File: src/rtl/multicycle_control_unit_if.sv
// Memory handshake bundle between the multi-cycle controller and instruction/data memory.
// Controller side uses the master modport, memory side the slave modport.
interface multicycle_control_unit_if;
  logic [31:0] instr;
  logic        imem_req;
  logic        imem_ack;
  logic        dmem_req;
  logic        dmem_ack;

  modport master (
    output imem_req,
    output dmem_req,
    input  instr,
    input  imem_ack,
    input  dmem_ack
  );

  modport slave (
    input  imem_req,
    input  dmem_req,
    output instr,
    output imem_ack,
    output dmem_ack
  );
endinterface

File: src/rtl/multicycle_control_unit.sv
// Multi-cycle LEGv8 controller: FETCH/DECODE/EXEC/MEM/WB with memory handshakes and traps.
// Optional performance counters are built when MC_CTRL_PERF_EN is defined.
module multicycle_control_unit #(
  parameter int unsigned MEM_TIMEOUT = 16,
  parameter int unsigned CNT_W       = 32
) (
  input  logic                        clk,
  input  logic                        reset,
  multicycle_control_unit_if.master   bus,
  input  logic                        zero,
  output logic                        ir_write,
  output logic                        pc_write,
  output logic                        pc_src,
  output logic                        reg2loc,
  output logic                        alu_src,
  output logic                        mem2reg,
  output logic                        reg_write,
  output logic                        mem_read,
  output logic                        mem_write,
  output logic [3:0]                  alu_signal,
  output logic [2:0]                  state,
  output logic                        retire,
  output logic                        trap,
  output logic [CNT_W-1:0]            cycle_count,
  output logic [CNT_W-1:0]            retire_count
);

  typedef enum logic [2:0] {
    FETCH  = 3'd0,
    DECODE = 3'd1,
    EXEC   = 3'd2,
    MEM    = 3'd3,
    WB     = 3'd4,
    TRAP   = 3'd7
  } state_t;

  typedef enum logic [3:0] {
    CL_NONE, CL_ADD, CL_SUB, CL_AND, CL_ORR,
    CL_LDUR, CL_STUR, CL_CBZ, CL_CBNZ, CL_B
  } class_t;

  localparam int unsigned   TW       = (MEM_TIMEOUT > 1) ? $clog2(MEM_TIMEOUT) : 1;
  localparam logic [TW-1:0] TMO_LAST = TW'((MEM_TIMEOUT == 0) ? 0 : MEM_TIMEOUT - 1);

  state_t        r_state;
  state_t        w_next;
  class_t        r_class;
  class_t        w_dec;
  logic [10:0]   r_op;
  logic [TW-1:0] r_tmo;
  logic          r_trap;
  logic          w_tmo_hit;

  logic w_imem_req, w_dmem_req, w_ir_write, w_pc_write, w_pc_src, w_reg2loc;
  logic w_alu_src, w_mem2reg, w_reg_write, w_mem_read, w_mem_write, w_retire;
  logic [3:0] w_alu;

  // The waiting cycle that would make MEM_TIMEOUT unacknowledged cycles is the expiry cycle.
  assign w_tmo_hit = (MEM_TIMEOUT != 0) && (r_tmo == TMO_LAST);

  always_comb begin
    w_dec = CL_NONE;
    if      (r_op == 11'b10001011000) w_dec = CL_ADD;
    else if (r_op == 11'b11001011000) w_dec = CL_SUB;
    else if (r_op == 11'b10001010000) w_dec = CL_AND;
    else if (r_op == 11'b10101010000) w_dec = CL_ORR;
    else if (r_op == 11'b11111000010) w_dec = CL_LDUR;
    else if (r_op == 11'b11111000000) w_dec = CL_STUR;
    else if (r_op[10:3] == 8'b10110100) w_dec = CL_CBZ;
    else if (r_op[10:3] == 8'b10110101) w_dec = CL_CBNZ;
    else if (r_op[10:5] == 6'b000101)   w_dec = CL_B;
  end

  always_comb begin
    w_next      = r_state;
    w_imem_req  = 1'b0;
    w_dmem_req  = 1'b0;
    w_ir_write  = 1'b0;
    w_pc_write  = 1'b0;
    w_pc_src    = 1'b0;
    w_reg2loc   = 1'b0;
    w_alu_src   = 1'b0;
    w_mem2reg   = 1'b0;
    w_reg_write = 1'b0;
    w_mem_read  = 1'b0;
    w_mem_write = 1'b0;
    w_retire    = 1'b0;
    w_alu       = 4'b0000;
    case (r_state)
      FETCH: begin
        w_imem_req = 1'b1;
        if (bus.imem_ack) begin
          w_ir_write = 1'b1;
          w_pc_write = 1'b1;
          w_next     = DECODE;
        end else if (w_tmo_hit) begin
          w_next = TRAP;
        end
      end
      DECODE: w_next = (w_dec == CL_NONE) ? TRAP : EXEC;
      EXEC: begin
        case (r_class)
          CL_ADD:  begin w_alu = 4'b0010; w_next = WB; end
          CL_SUB:  begin w_alu = 4'b0110; w_next = WB; end
          CL_AND:  begin w_alu = 4'b0000; w_next = WB; end
          CL_ORR:  begin w_alu = 4'b0001; w_next = WB; end
          CL_LDUR, CL_STUR: begin
            w_alu_src = 1'b1;
            w_alu     = 4'b0010;
            w_reg2loc = (r_class == CL_STUR);
            w_next    = MEM;
          end
          CL_CBZ, CL_CBNZ: begin
            w_reg2loc = 1'b1;
            w_alu     = 4'b0111;
            w_retire  = 1'b1;
            w_next    = FETCH;
            if (zero == (r_class == CL_CBZ)) begin
              w_pc_write = 1'b1;
              w_pc_src   = 1'b1;
            end
          end
          CL_B: begin
            w_pc_write = 1'b1;
            w_pc_src   = 1'b1;
            w_retire   = 1'b1;
            w_next     = FETCH;
          end
          default: w_next = TRAP;
        endcase
      end
      MEM: begin
        w_dmem_req  = 1'b1;
        w_mem_read  = (r_class == CL_LDUR);
        w_mem_write = (r_class == CL_STUR);
        if (bus.dmem_ack) begin
          w_retire = (r_class == CL_STUR);
          w_next   = (r_class == CL_STUR) ? FETCH : WB;
        end else if (w_tmo_hit) begin
          w_next = TRAP;
        end
      end
      WB: begin
        w_reg_write = 1'b1;
        w_mem2reg   = (r_class == CL_LDUR);
        w_retire    = 1'b1;
        w_next      = FETCH;
      end
      TRAP:    w_next = TRAP;
      default: w_next = TRAP;
    endcase
  end

  always_ff @(posedge clk) begin
    if (reset) begin
      r_state <= FETCH;
      r_trap  <= 1'b0;
      r_tmo   <= '0;
      r_class <= CL_NONE;
      r_op    <= '0;
    end else begin
      r_state <= w_next;
      if (w_next == TRAP) r_trap <= 1'b1;
      if (r_state == FETCH && bus.imem_ack) r_op <= bus.instr[31:21];
      if (r_state == DECODE) r_class <= w_dec;
      if ((r_state == FETCH || r_state == MEM) && w_next == r_state && MEM_TIMEOUT != 0)
        r_tmo <= r_tmo + 1'b1;
      else
        r_tmo <= '0;
    end
  end

  assign bus.imem_req = w_imem_req  & ~reset;
  assign bus.dmem_req = w_dmem_req  & ~reset;
  assign ir_write     = w_ir_write  & ~reset;
  assign pc_write     = w_pc_write  & ~reset;
  assign pc_src       = w_pc_src    & ~reset;
  assign reg2loc      = w_reg2loc   & ~reset;
  assign alu_src      = w_alu_src   & ~reset;
  assign mem2reg      = w_mem2reg   & ~reset;
  assign reg_write    = w_reg_write & ~reset;
  assign mem_read     = w_mem_read  & ~reset;
  assign mem_write    = w_mem_write & ~reset;
  assign retire       = w_retire    & ~reset;
  assign trap         = r_trap      & ~reset;
  assign alu_signal   = reset ? 4'b0000 : w_alu;
  assign state        = reset ? 3'd0 : r_state;

`ifdef MC_CTRL_PERF_EN
  logic [CNT_W-1:0] r_cyc;
  logic [CNT_W-1:0] r_ret;

  always_ff @(posedge clk) begin
    if (reset) begin
      r_cyc <= '0;
      r_ret <= '0;
    end else begin
      if (r_state != TRAP && r_cyc != '1) r_cyc <= r_cyc + 1'b1;
      if (w_retire && r_ret != '1)        r_ret <= r_ret + 1'b1;
    end
  end

  assign cycle_count  = reset ? '0 : r_cyc;
  assign retire_count = reset ? '0 : r_ret;
`else
  assign cycle_count  = '0;
  assign retire_count = '0;
`endif

endmodule

File: src/flat_wrapper.sv
// flat-port wrapper written by rule: the top's interface ports become plain ports
module multicycle_control_unit_flat 
#(
  parameter int unsigned MEM_TIMEOUT = 16,
  parameter int unsigned CNT_W       = 32
)
  (clk, reset, zero, ir_write, pc_write, pc_src, reg2loc, alu_src, mem2reg, reg_write, mem_read, mem_write, alu_signal, state, retire, trap, cycle_count, retire_count, bus_imem_req, bus_dmem_req, bus_instr, bus_imem_ack, bus_dmem_ack);
  multicycle_control_unit_if bus_i ();
  input  logic clk;
  input  logic reset;
  input  logic zero;
  output logic ir_write;
  output logic pc_write;
  output logic pc_src;
  output logic reg2loc;
  output logic alu_src;
  output logic mem2reg;
  output logic reg_write;
  output logic mem_read;
  output logic mem_write;
  output logic [3:0] alu_signal;
  output logic [2:0] state;
  output logic retire;
  output logic trap;
  output logic [CNT_W-1:0] cycle_count;
  output logic [CNT_W-1:0] retire_count;
  output wire logic [$bits(bus_i.imem_req)-1:0] bus_imem_req;
  output wire logic [$bits(bus_i.dmem_req)-1:0] bus_dmem_req;
  input wire logic [$bits(bus_i.instr)-1:0] bus_instr;
  input wire logic [$bits(bus_i.imem_ack)-1:0] bus_imem_ack;
  input wire logic [$bits(bus_i.dmem_ack)-1:0] bus_dmem_ack;
  assign bus_imem_req = bus_i.imem_req;
  assign bus_dmem_req = bus_i.dmem_req;
  assign bus_i.instr = bus_instr;
  assign bus_i.imem_ack = bus_imem_ack;
  assign bus_i.dmem_ack = bus_dmem_ack;
  multicycle_control_unit #(.MEM_TIMEOUT(MEM_TIMEOUT), .CNT_W(CNT_W)) u_core (.clk(clk), .reset(reset), .bus(bus_i), .zero(zero), .ir_write(ir_write), .pc_write(pc_write), .pc_src(pc_src), .reg2loc(reg2loc), .alu_src(alu_src), .mem2reg(mem2reg), .reg_write(reg_write), .mem_read(mem_read), .mem_write(mem_write), .alu_signal(alu_signal), .state(state), .retire(retire), .trap(trap), .cycle_count(cycle_count), .retire_count(retire_count));
endmodule
File: config.mk
export PLATFORM = sky130hd
export DESIGN_NAME = multicycle_control_unit_flat
export DESIGN_NICKNAME = d
export VERILOG_FILES = /design/src/rtl/multicycle_control_unit_if.sv /design/src/rtl/multicycle_control_unit.sv /design/src/flat_wrapper.sv
export SDC_FILE = /design/constraint.sdc
export NUM_CORES = 1
export LEC_CHECK = 0
export ABC_CLOCK_PERIOD_IN_PS = 2700
export CAP_MARGIN = 15
export CORE_ASPECT_RATIO = 0.75
export CORE_UTILIZATION = 30
export DETAILED_ROUTE_END_ITERATION = 8
export PLACE_DENSITY_LB_ADDON = 0.05
export REMOVE_ABC_BUFFERS = 1
export SLEW_MARGIN = 20
export SYNTH_ARGS = -nofsm -noshare
export SYNTH_HDL_FRONTEND = slang
export SYNTH_SLANG_ARGS = --single-unit
File: constraint.sdc
create_clock -name clk -period 2.7 [get_ports clk]
set_input_delay 0.405 -clock clk [delete_from_list [all_inputs] [get_ports clk]]
set_output_delay 0.405 -clock clk [all_outputs]
set_load 0.01 [all_outputs]
==> images/layer_met1.png <==
The bar under the picture is 20 um long. Supply wires on this layer in grey.
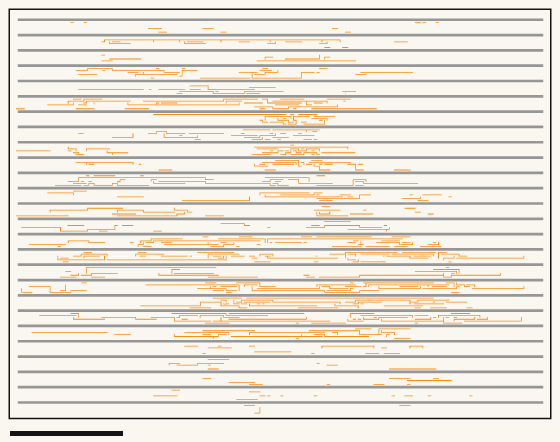
wire length on this layer: 2230 um
main direction: horizontal
share of all routed wire: 53%
longest straight run: 41.9 um

==> images/layer_met2.png <==
The bar under the picture is 20 um long.
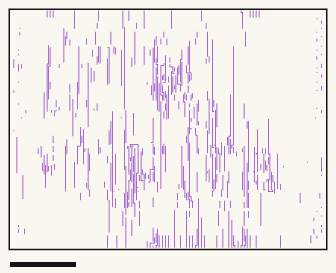
share of all routed wire: 42%
wire length on this layer: 1760 um
main direction: vertical
nets with wire on the layer: 270
longest straight run: 29.9 um
met2 usage: 0.184
drt total wl: 4220 um

==> images/layer_met3.png <==
Cells faint in the background.
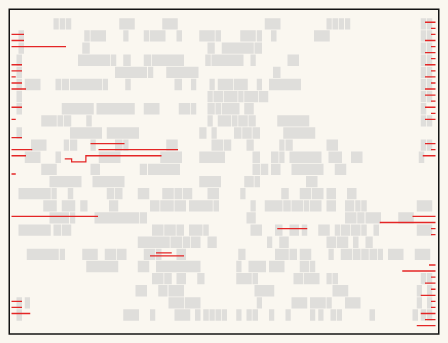
nets with wire on the layer: 57
share of all routed wire: 4.9%

==> images/congestion.png <==
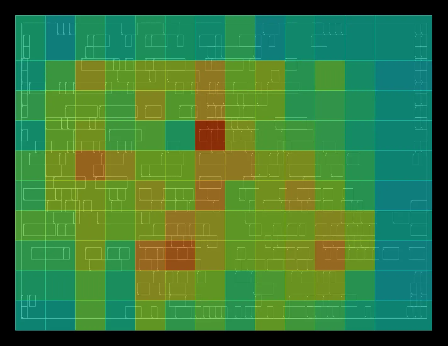
routed len/inst: 10.9 um
Overall Global Routing Usage: 0.128
GR Util met3: 0.0273
met1 Usage GRT: 0.195
Util after Layout: 0.361

==> flow_summary_export.csv <==
group,metric,value,unit
synthesis,yosys_register_bits,23,
layout,lay_top_cells,"conb_1 (65), nand2_1 (35), clkdlybuf4s50_1 (32)",
timing,rsz0062_at_grt,"no",
layout,area_dominant_class,"logic gates",
layout,seq_cell_count,23,
run,warning_count,46,
cts,cts_resized,1,
synthesis,synth_area_leader_cell,"buf_4",
worst_setup_path,reg2reg_from,"u_core.r_state[0]",
cts,cts_buffers,3,
synthesis,syn_inst,264,
layout,clkbuf_count,3,
route,vias,1668,
die,dieArea,0.00695,mm^2
pwr,leakagePower,0.934,nW
layout,fillerInstances,678,
timing,period_used_share,0.949,
synthesis,synth_seq_share,0.232,
pwr,total_power,1.62,mW
timing,report.final.slew_viol_count,0,
route,via_per_inst,4.30,
die,core_util_floorplan,0.313,
status,status,"completed",
worst_setup_path,crit_fanout,2,
min_path,hold_path.class,"reg -> reg",
layout,comb_area,0.00122,mm^2
worst_setup_path,crit_end,"retire",
worst_setup_path,cp-end-kind,"output port",
timing,hold-worst-slack,0.454,ns
synthesis,synth_cell_type_count,46,
synthesis,syn_area_per_cell,7.52,um^2
timing,finalWorstSetupSlack,0.137,ns
layout,drive_above_1_share,0.0945,
synthesis,top_area_frac,0.246,
min_path,holdPathEnd,"u_core.r_tmo[0]",
[per-layer routing]
metal  up-vias  GRT usage  share of wire
li1        855          -              -
met1       747      0.195           0.53
met2        64      0.184           0.42
met3         2     0.0273          0.049
met4         0     0.0249         0.0059
met5         -          0              0
[flip-flops by register name (all words and copies together), names as in the netlist]
signal          count
u_core.r_op        11
u_core.r_class      4
u_core.r_tmo        4
u_core.r_state      3
u_core.r_trap       1
[critical path, stage by stage (launching register included)]
cell             delay [ns]
dfxtp_1                0.32
or3b_1                 0.42
buf_4                  0.16
nor2_1                 0.16
a31oi_1                0.06
nor2_1                 0.10
a21oi_1                0.05
nor2_1                 0.08
clkdlybuf4s50_1        0.54
No activity file was given, so power comes from the tool's default toggle rates.
